**Run 1: signal wires on met3**

Scale bar: 50 µm.
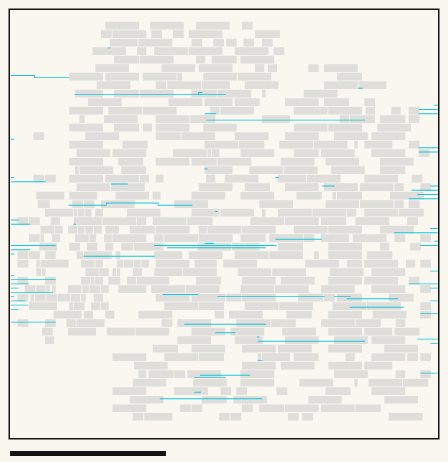
**Run 1: M1 wires**

Scale bar: 50 µm.
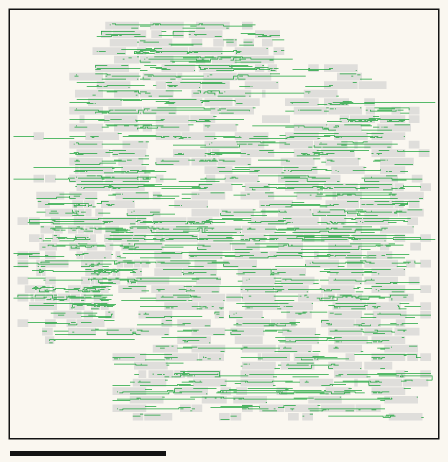
**Run 1: M2 wires**

Scale bar: 50 µm.
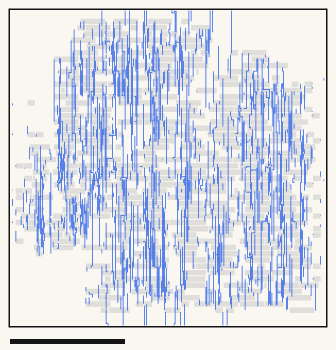
==> config.mk <==
export PLATFORM = sky130hd
export DESIGN_NAME = sample_fifo_flat
export DESIGN_NICKNAME = d
export VERILOG_FILES = /design/src/rtl/sample_fifo_if.sv /design/src/rtl/sample_fifo.sv /design/src/flat_wrapper.sv
export SDC_FILE = /design/constraint.sdc
export NUM_CORES = 1
export LEC_CHECK = 0
export CORE_MARGIN = 2
export CORE_UTILIZATION = 45
export CTS_CLUSTER_DIAMETER = 120
export DETAILED_ROUTE_END_ITERATION = 10
export PLACE_DENSITY = 0.68
export SLEW_MARGIN = 20
export SYNTH_ARGS = -nofsm -noshare
export SYNTH_HDL_FRONTEND = slang
export SYNTH_SLANG_ARGS = --single-unit
==> constraint.sdc <==
create_clock -name clk -period 6.2 [get_ports clk]
set_input_delay 1.24 -clock clk [delete_from_list [all_inputs] [get_ports clk]]
set_output_delay 1.24 -clock clk [all_outputs]
set_load 0.01 [all_outputs]
==> src/rtl/sample_fifo_if.sv <==
// Handshake/status bundle between a sample producer/consumer and sample_fifo.
// master drives requests and data; slave is the FIFO itself.
interface sample_fifo_if #(
   parameter int unsigned DATA_W     = 24,
   parameter int unsigned DEPTH_LOG2 = 3
);
   logic                  wr_en;
   logic [DATA_W-1:0]     data_in;
   logic                  rd_en;
   logic                  clr_flags;
   logic [DATA_W-1:0]     data_out;
   logic                  empty;
   logic                  full;
   logic                  almost_full;
   logic [DEPTH_LOG2:0]   count;
   logic                  overflow;
   logic                  underflow;

   modport master (
      output wr_en, data_in, rd_en, clr_flags,
      input  data_out, empty, full, almost_full, count, overflow, underflow
   );

   modport slave (
      input  wr_en, data_in, rd_en, clr_flags,
      output data_out, empty, full, almost_full, count, overflow, underflow
   );
endinterface

==> src/rtl/sample_fifo.sv <==
// First-word-fall-through sample FIFO with occupancy/status flags, sticky
// overflow/underflow and optional overwrite-oldest behaviour when full.
module sample_fifo #(
   parameter int unsigned DATA_W       = 24,
   parameter int unsigned DEPTH_LOG2   = 3,
   parameter int unsigned AFULL_THRESH = (2 ** DEPTH_LOG2) - 2,
   parameter int unsigned OVERWRITE    = 0
) (
   input  logic          clk,
   input  logic          rst,
   sample_fifo_if.slave  bus
);

   localparam int unsigned Depth = 2 ** DEPTH_LOG2;
   localparam logic [DEPTH_LOG2:0]   FullCnt  = (DEPTH_LOG2 + 1)'(Depth);
   localparam logic [DEPTH_LOG2:0]   AfullCnt = (DEPTH_LOG2 + 1)'(AFULL_THRESH);
   localparam logic [DEPTH_LOG2:0]   CntOne   = (DEPTH_LOG2 + 1)'(1);
   localparam logic [DEPTH_LOG2-1:0] PtrOne   = DEPTH_LOG2'(1);

   logic [DATA_W-1:0]     mem_q [Depth];
   logic [DEPTH_LOG2-1:0] wr_ptr_q, wr_ptr_d;
   logic [DEPTH_LOG2-1:0] rd_ptr_q, rd_ptr_d;
   logic [DEPTH_LOG2:0]   count_q, count_d;
   logic                  overflow_q, overflow_d;
   logic                  underflow_q, underflow_d;

   logic is_full, is_empty;
   logic wr_do, rd_do, ovf_evt, unf_evt;

   assign is_full  = (count_q == FullCnt);
   assign is_empty = (count_q == '0);

   always_comb begin
      wr_do   = 1'b0;
      rd_do   = 1'b0;
      ovf_evt = 1'b0;
      unf_evt = 1'b0;
      case ({bus.wr_en, bus.rd_en})
         2'b10: begin
            if (!is_full) begin
               wr_do = 1'b1;
            end else begin
               ovf_evt = 1'b1;
               // Overwrite mode discards the oldest word to make room.
               if (OVERWRITE != 0) begin
                  wr_do = 1'b1;
                  rd_do = 1'b1;
               end
            end
         end
         2'b01: begin
            if (!is_empty) rd_do = 1'b1;
            else           unf_evt = 1'b1;
         end
         2'b11: begin
            wr_do = 1'b1;
            if (is_empty) unf_evt = 1'b1;
            else          rd_do = 1'b1;
         end
         default: ;
      endcase
   end

   always_comb begin
      wr_ptr_d    = wr_do ? wr_ptr_q + PtrOne : wr_ptr_q;
      rd_ptr_d    = rd_do ? rd_ptr_q + PtrOne : rd_ptr_q;
      count_d     = count_q;
      if (wr_do && !rd_do) count_d = count_q + CntOne;
      if (rd_do && !wr_do) count_d = count_q - CntOne;
      overflow_d  = (overflow_q  & ~bus.clr_flags) | ovf_evt;
      underflow_d = (underflow_q & ~bus.clr_flags) | unf_evt;
   end

   always_ff @(posedge clk or posedge rst) begin
      if (rst) begin
         wr_ptr_q    <= '0;
         rd_ptr_q    <= '0;
         count_q     <= '0;
         overflow_q  <= 1'b0;
         underflow_q <= 1'b0;
      end else begin
         wr_ptr_q    <= wr_ptr_d;
         rd_ptr_q    <= rd_ptr_d;
         count_q     <= count_d;
         overflow_q  <= overflow_d;
         underflow_q <= underflow_d;
      end
   end

   // Storage is deliberately unreset; data_out is gated by count instead.
   always_ff @(posedge clk) begin
      if (wr_do) mem_q[wr_ptr_q] <= bus.data_in;
   end

   assign bus.data_out    = is_empty ? '0 : mem_q[rd_ptr_q];
   assign bus.empty       = is_empty;
   assign bus.full        = is_full;
   assign bus.almost_full = (count_q >= AfullCnt);
   assign bus.count       = count_q;
   assign bus.overflow    = overflow_q;
   assign bus.underflow   = underflow_q;

endmodule

==> src/flat_wrapper.sv <==
// flat-port wrapper written by rule: the top's interface ports become plain ports
module sample_fifo_flat 
#(
   parameter int unsigned DATA_W       = 24,
   parameter int unsigned DEPTH_LOG2   = 3,
   parameter int unsigned AFULL_THRESH = (2 ** DEPTH_LOG2) - 2,
   parameter int unsigned OVERWRITE    = 0
)
  (clk, rst, bus_wr_en, bus_data_in, bus_rd_en, bus_clr_flags, bus_data_out, bus_empty, bus_full, bus_almost_full, bus_count, bus_overflow, bus_underflow);
  sample_fifo_if #(.DATA_W(DATA_W), .DEPTH_LOG2(DEPTH_LOG2)) bus_i ();
  input  logic clk;
  input  logic rst;
  input wire logic [$bits(bus_i.wr_en)-1:0] bus_wr_en;
  input wire logic [$bits(bus_i.data_in)-1:0] bus_data_in;
  input wire logic [$bits(bus_i.rd_en)-1:0] bus_rd_en;
  input wire logic [$bits(bus_i.clr_flags)-1:0] bus_clr_flags;
  output wire logic [$bits(bus_i.data_out)-1:0] bus_data_out;
  output wire logic [$bits(bus_i.empty)-1:0] bus_empty;
  output wire logic [$bits(bus_i.full)-1:0] bus_full;
  output wire logic [$bits(bus_i.almost_full)-1:0] bus_almost_full;
  output wire logic [$bits(bus_i.count)-1:0] bus_count;
  output wire logic [$bits(bus_i.overflow)-1:0] bus_overflow;
  output wire logic [$bits(bus_i.underflow)-1:0] bus_underflow;
  assign bus_i.wr_en = bus_wr_en;
  assign bus_i.data_in = bus_data_in;
  assign bus_i.rd_en = bus_rd_en;
  assign bus_i.clr_flags = bus_clr_flags;
  assign bus_data_out = bus_i.data_out;
  assign bus_empty = bus_i.empty;
  assign bus_full = bus_i.full;
  assign bus_almost_full = bus_i.almost_full;
  assign bus_count = bus_i.count;
  assign bus_overflow = bus_i.overflow;
  assign bus_underflow = bus_i.underflow;
  sample_fifo #(.DATA_W(DATA_W), .DEPTH_LOG2(DEPTH_LOG2), .AFULL_THRESH(AFULL_THRESH), .OVERWRITE(OVERWRITE)) u_core (.clk(clk), .rst(rst), .bus(bus_i));
endmodule
==> summary.txt, run 1 <==
Quick summary of the implementation run below.

The multi-input combinational cell count is 124. The largest fanout of any net on the critical path is 31. In the finished design, the share of the clock period the worst path needs comes to 66.7%. The total of plain and repair buffers excluding clock buffers came out at between 70 and 80. The number of flip-flops and latches came out at between 200 and 250. The reported max-cap violation count is 0.

The number of nets still failing antenna checks after routing is 0. The clock root buffer is clkbuf_16. Looking at the global route congestion table, the highest-usage layer is met2.

The mean area per synthesized cell came out at between 20 and 25 µm². The area figure in the yosys stat output came out at between 7000 and 8000 µm². The commonest non-fill, non-tap cell in the layout is edfxtp_1. The detailed-route wire length on metal 1 is between 6 and 7 mm. The mean number of vias per cell is 5.61. The final weighted congestion recorded by global placement is ~0.7.

The CTS tree is yes. The internal power consumption is 3.22 mW. The clock network is responsible for 25.0% of the overall power. The highest attainable clock frequency is 242 MHz. The final setup violation count is 0.

After synthesis, the most frequently instantiated cells are edfxtp_1, mux4_2, a22o_1, dfrtp_1. The via count of the first global-routing pass is 3995. The clock network latency to the later pin of the worst-skew pair came out at 0.50 ns. The number of buffers inserted by hold repair at cts came out at 0. The number of cells on the worst reg-to-reg path is 6. Relative to the synthesized area, the layout overhead comes to 19.1%. The number of standard cells reported by yosys is approximately 360.

The count of buffers added on input and output ports is about 61. Per the layout area report, the combinational gate area comes to 1750 µm². The fraction of the yosys area taken by sequential cells is between 70% and 80%. The amount of wire on met2 after detailed routing came out at roughly 7.4 mm. The clock tree cell share of total cell area is under 10%.

The level count of the clock H-tree came out at 1. Summed over all layers, the global routing overflow is 0. The clock skew is approximately 0.015 ns.

The largest contributor to cell area by class is sequential cells. For the finished layout, the period the worst path requires is around 4.1 ns. At the worst endpoint, the arrival time is a little under 3 ns. In the setup report, the worst path falls into the class flop to output port. The die extent in y is between 100 and 150 µm. The startpoint of the most critical setup path is u_core.rd_ptr_q[0]. The path with the worst hold slack has its endpoint at u_core.rd_ptr_q[2].

The overall routed net length is 14.8 mm. In the hold timing report, the worst path depth is 1. The final-layout worst hold slack came out at approximately 0.53 ns.

The number of clock sinks seen by CTS came out at 204. The die boundary width came out at about 140 µm. Fill cells in the final layout number approximately 1300. The commonest register cell is edfxtp_1. The reported leakage power is a little over 3 nW. Summing the areas of all xor and xnor instances in the mapped netlist gives less than 1% of the synthesized area. The first detailed-routing pass ran for 6 iterations.

The switching power share of the total came out at 29.1%. The core utilization before placement is a little under half. STA lists the endpoint of the worst register-to-register path as u_core.bus.count[3]. The area after detailed placement came out at 8810 µm². The global router's overall resource usage is between 10% and 20%.

The flip-flop and latch area came out at slightly above 6000 µm². The fraction of final layout cells sized beyond drive strength 1 is approximately a quarter. The flow reports power dissipated in sequential cells as 1.92 mW.

The placeable core region came out at between 15000 and 20000 µm². The number of distinct library cells after synthesis came out at 45. The post-cts gate resize count is 0.

The share of total power in sequential cells is between 40% and 50%. The logic share of the area is between 15 and 20%. The worst setup path is captured at an output port. The peak ir drop on the vdd network came out at around 0.28 mV. Looking at the power breakdown, combinational cells take about a third of the total. The top cell type's share of synthesized area is between 70% and 80%. The run finished with clean final reports.

Looking at the group totals, the largest power group turns out to be sequential cells. The synthesized netlist occupies a cell area of 7950 µm².
Notes on 'signal wires on met3' above:
share of all routed wire: 4.8%
nets with wire on the layer: 52
wire length on this layer: 702 µm
longest straight run: 50.4 µm

Notes on 'M1 wires' above:
share of all routed wire: 43%
nets with wire on the layer: 421
longest straight run: 36.3 µm

Notes on 'M2 wires' above:
wire length on this layer: 7400 µm
nets with wire on the layer: 423
main direction: vertical
longest straight run: 53.7 µm
share of all routed wire: 50%

run 1: per-stage QoR:
| step | worst slack, ns | instances | total power, mW |
|---|---|---|---|
| after floorplan | 1.79 | 357 | 2.86 |
| after global placement | 2.44 | 632 | 3.41 |
| after detailed placement | 2.39 | 632 | 3.45 |
| after CTS | 1.89 | 670 | 4.60 |
| after global routing | 1.89 | 671 | 4.78 |
| final | 2.06 | 671 | 4.54 |
run 1: flip-flops by register name, indices dropped and copies added (netlist names):
register              count
u_core.bus.count          4
u_core.mem_q            192
u_core.bus.overflow       1
u_core.wr_ptr_q           3
u_core.bus.underflow      1
u_core.rd_ptr_q           3
run 1: critical path, cell delays in order (launching register included):
cell and delay [ns]:
dfrtp_4 0.84, buf_12 0.29, mux4_2 0.53, a22o_1 0.24, clkdlybuf4s50_1 0.48
## Run 2: what changed since run 1
--- a/config.mk
+++ b/config.mk
@@ -9,7 +9,7 @@
 export CORE_UTILIZATION = 45
 export CTS_CLUSTER_DIAMETER = 120
 export DETAILED_ROUTE_END_ITERATION = 10
-export PLACE_DENSITY = 0.68
+export PLACE_DENSITY = 0.71
 export SLEW_MARGIN = 20
 export SYNTH_ARGS = -nofsm -noshare
 export SYNTH_HDL_FRONTEND = slang
==> constraint.sdc (replaced) <==
create_clock -name clk -period 3.4 [get_ports clk]
set_input_delay 0.68 -clock clk [delete_from_list [all_inputs] [get_ports clk]]
set_output_delay 0.68 -clock clk [all_outputs]
set_load 0.01 [all_outputs]
**Run 2: the metal 4 layer**

Scale bar: 50 µm.
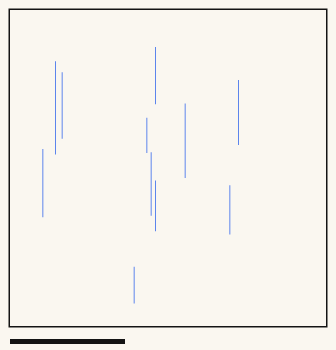
share of all routed wire: 1.8%
wire length on this layer: 283 µm

**Run 2: M1 wires**

Scale bar: 50 µm.
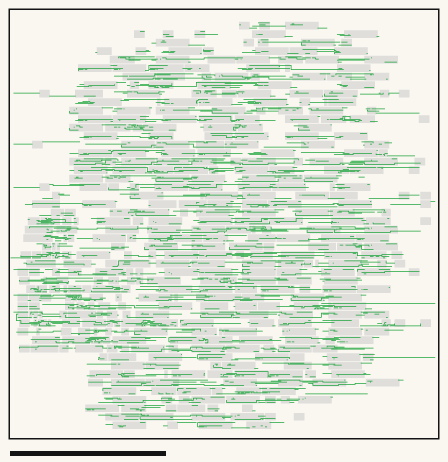
nets with wire on the layer: 441
main direction: horizontal

==> run 2 against run 1 <==
Critical path type unchanged; global-route usage up 0.37 points; critical path depth increased by 2; wire length increased by 3.9%; utilization grew 0.75 points; worst hold slack got worse by 0.0077 ns; highest routed layer unchanged; via count is essentially flat; area after synthesis stayed put; clock skew shrank 0.0088 ns; sequential cell count did not move.
==> summary.txt, run 2 <==
Quick summary of the implementation run below.

The endpoint of the worst hold path is reported as u_core.rd_ptr_q[2]. In this run the VDD rail shows a maximum IR drop of around 0.5 mV. The post-layout instance count excluding filler cells is a little under 700.

The area of combinational cells with multiple inputs came out at approximately 1800 µm². The last timing report of the flow puts the setup violation total at 0. The fraction of final layout cells sized beyond drive strength 1 is a little over a quarter. After layout, the worst setup slack is between 0.1 and 0.15 ns.

The largest fanout of any net on the critical path is 24. After layout, the worst path uses around 97% of the clock period. The number of logic stages on the critical path including buffering is 6.

The mean area per synthesized cell came out at approximately 22 µm². The reported max-cap violation count came out at 0. The amount of wire on met2 after detailed routing is 7.90 mm. The total of plain and repair buffers excluding clock buffers came out at between 80 and 90. The top cell type's share of synthesized area came out at between 70% and 80%. The area figure in the yosys stat output came out at 7950 µm². After global routing the overflow that remains totals 0. The worst slack at placement came out at ~0.16 ns. u_core.mem_q holds more flip-flops than any other register.

The critical path launch point type is a flop. STA classifies the critical path endpoint as an output port. In this design, the largest share of critical-path delay is due to buffers and inverters. The area fraction in xor and xnor cells came out at 0.772%. The number of flip-flops and latches came out at just over 200. The flip-flop and latch area is just over 6000 µm².

The die extent in y came out at around 140 µm. Summed over all layers, the routed wires come to 15.4 mm. The fraction of the yosys area taken by sequential cells came out at around three quarters. The global placer's final weighted congestion came out at a little over 0.7. The highest attainable clock frequency is between 300 and 400 MHz. The inserted tap cell count came out at between 200 and 250.

The register with the most flip-flops in the layout has between 150 and 200 of them. In this run the number of H-tree levels came out at 1. The peak-usage layer in the global routing report is met2. The clock tree cell share of total cell area is 6.55%. The CTS tree is yes. The final period demand of the worst path came out at roughly 3.3 ns.

The leakage power in the latest report is between 3 and 4 nW. In the final run the clock tree shows a worst skew of just over 0.006 ns. The number of flops mapped to enable cells by yosys came out at 192. The number of buffers inserted by hold repair at cts is 0. The first detailed-routing pass took 4 iterations.

Counting pins that exceed their max-slew limit in the final report gives 0. The met3 routing resource usage after global routing came out at ~3.1%. The slowest stage cell on the critical path is or4_4. The area after detailed placement is between 8000 and 9000 µm². The CTS log lists the clock sinks for this run as roughly 200. The number of standard cells reported by yosys came out at 357. Looking at the area split, the leading class of cells is sequential cells. The area of the mapped netlist is roughly 7900 µm². Global routing consumed, over all layers together, 16.9% of the routing resources.

The run finished with clean final reports. The reg-to-reg startpoint is u_core.bus.count[1]. The filler cell count in the final layout came out at 1299. The clock buffer count in the final layout is 34.

The clock network latency to the later pin of the worst-skew pair came out at roughly 0.48 ns. For the worst setup path, the data arrival time is between 2 and 3 ns. The via count of the first global-routing pass came out at 4086. The path depth of the worst reg2reg path came out at 6. The number of instances in the placed design came out at about 640. Per STA, the worst path is made up of or4_4 -> inv_2 -> nor2_2 -> buf_6 -> a22o_2 -> clkdlybuf4s50_1.

The routed wirelength on the met1 layer is recorded as between 6 and 7 mm. The core utilization before placement came out at a little under half. The final-layout worst hold slack is 0.519 ns. The layout-stage area growth over the synthesis result is 20.8%.

The mean number of vias per cell is 5.54. According to the floorplan report, the placeable core area is around 17000 µm². The delay of the slowest cell on the worst path is 0.57 ns. The number of nets still failing antenna checks after routing came out at 0. The script reports the combined buffer and inverter count of the critical path as 3. The top cell type in the final layout, fill and taps aside, is edfxtp_1. For this run, combinational gates with multiple inputs come to 124. In this run the critical register-to-register path is captured at u_core.bus.count[3]. The logic share of the area is a little under a fifth. Per the slew report, the remaining headroom to the max-slew limit stands at about two thirds. The number of distinct library cells after synthesis is approximately 45. The most used flip-flop cell is edfxtp_1.

The root buffer cell chosen for the clock tree is clkbuf_16.
-- run 2: netlist changes by cell type in the layout (fill, tap and decap cells not counted), moves of 2 or more --
| cell | change |
|---|---|
| clkinv_4 | -2 |
| buf_12 | +4 |
| dfrtp_2 | +2 |
| clkbuf_8 | +2 |
| dfrtp_1 | -2 |
| buf_4 | +4 |
| clkbuf_1 | +3 |
-- run 2: power by group --
part	switching (mW)	total [mW]	internal, mW	leakage [nW]
sequential	0.232	3.42	3.18	1.88
combinational	1.33	2.94	1.61	0.945
clock	0.859	2.09	1.23	0.308
total	2.42	8.44	6.02	3.14
-- run 2: repair_timing --
| action | 4_1_cts | 5_1_grt |
|---|---|---|
| resized | 2 | 1 |
| setup buffers | 3 | 0 |
| setup endpoints to repair | 4 | 2 |
No activity file was given, so power comes from the tool's default toggle rates.
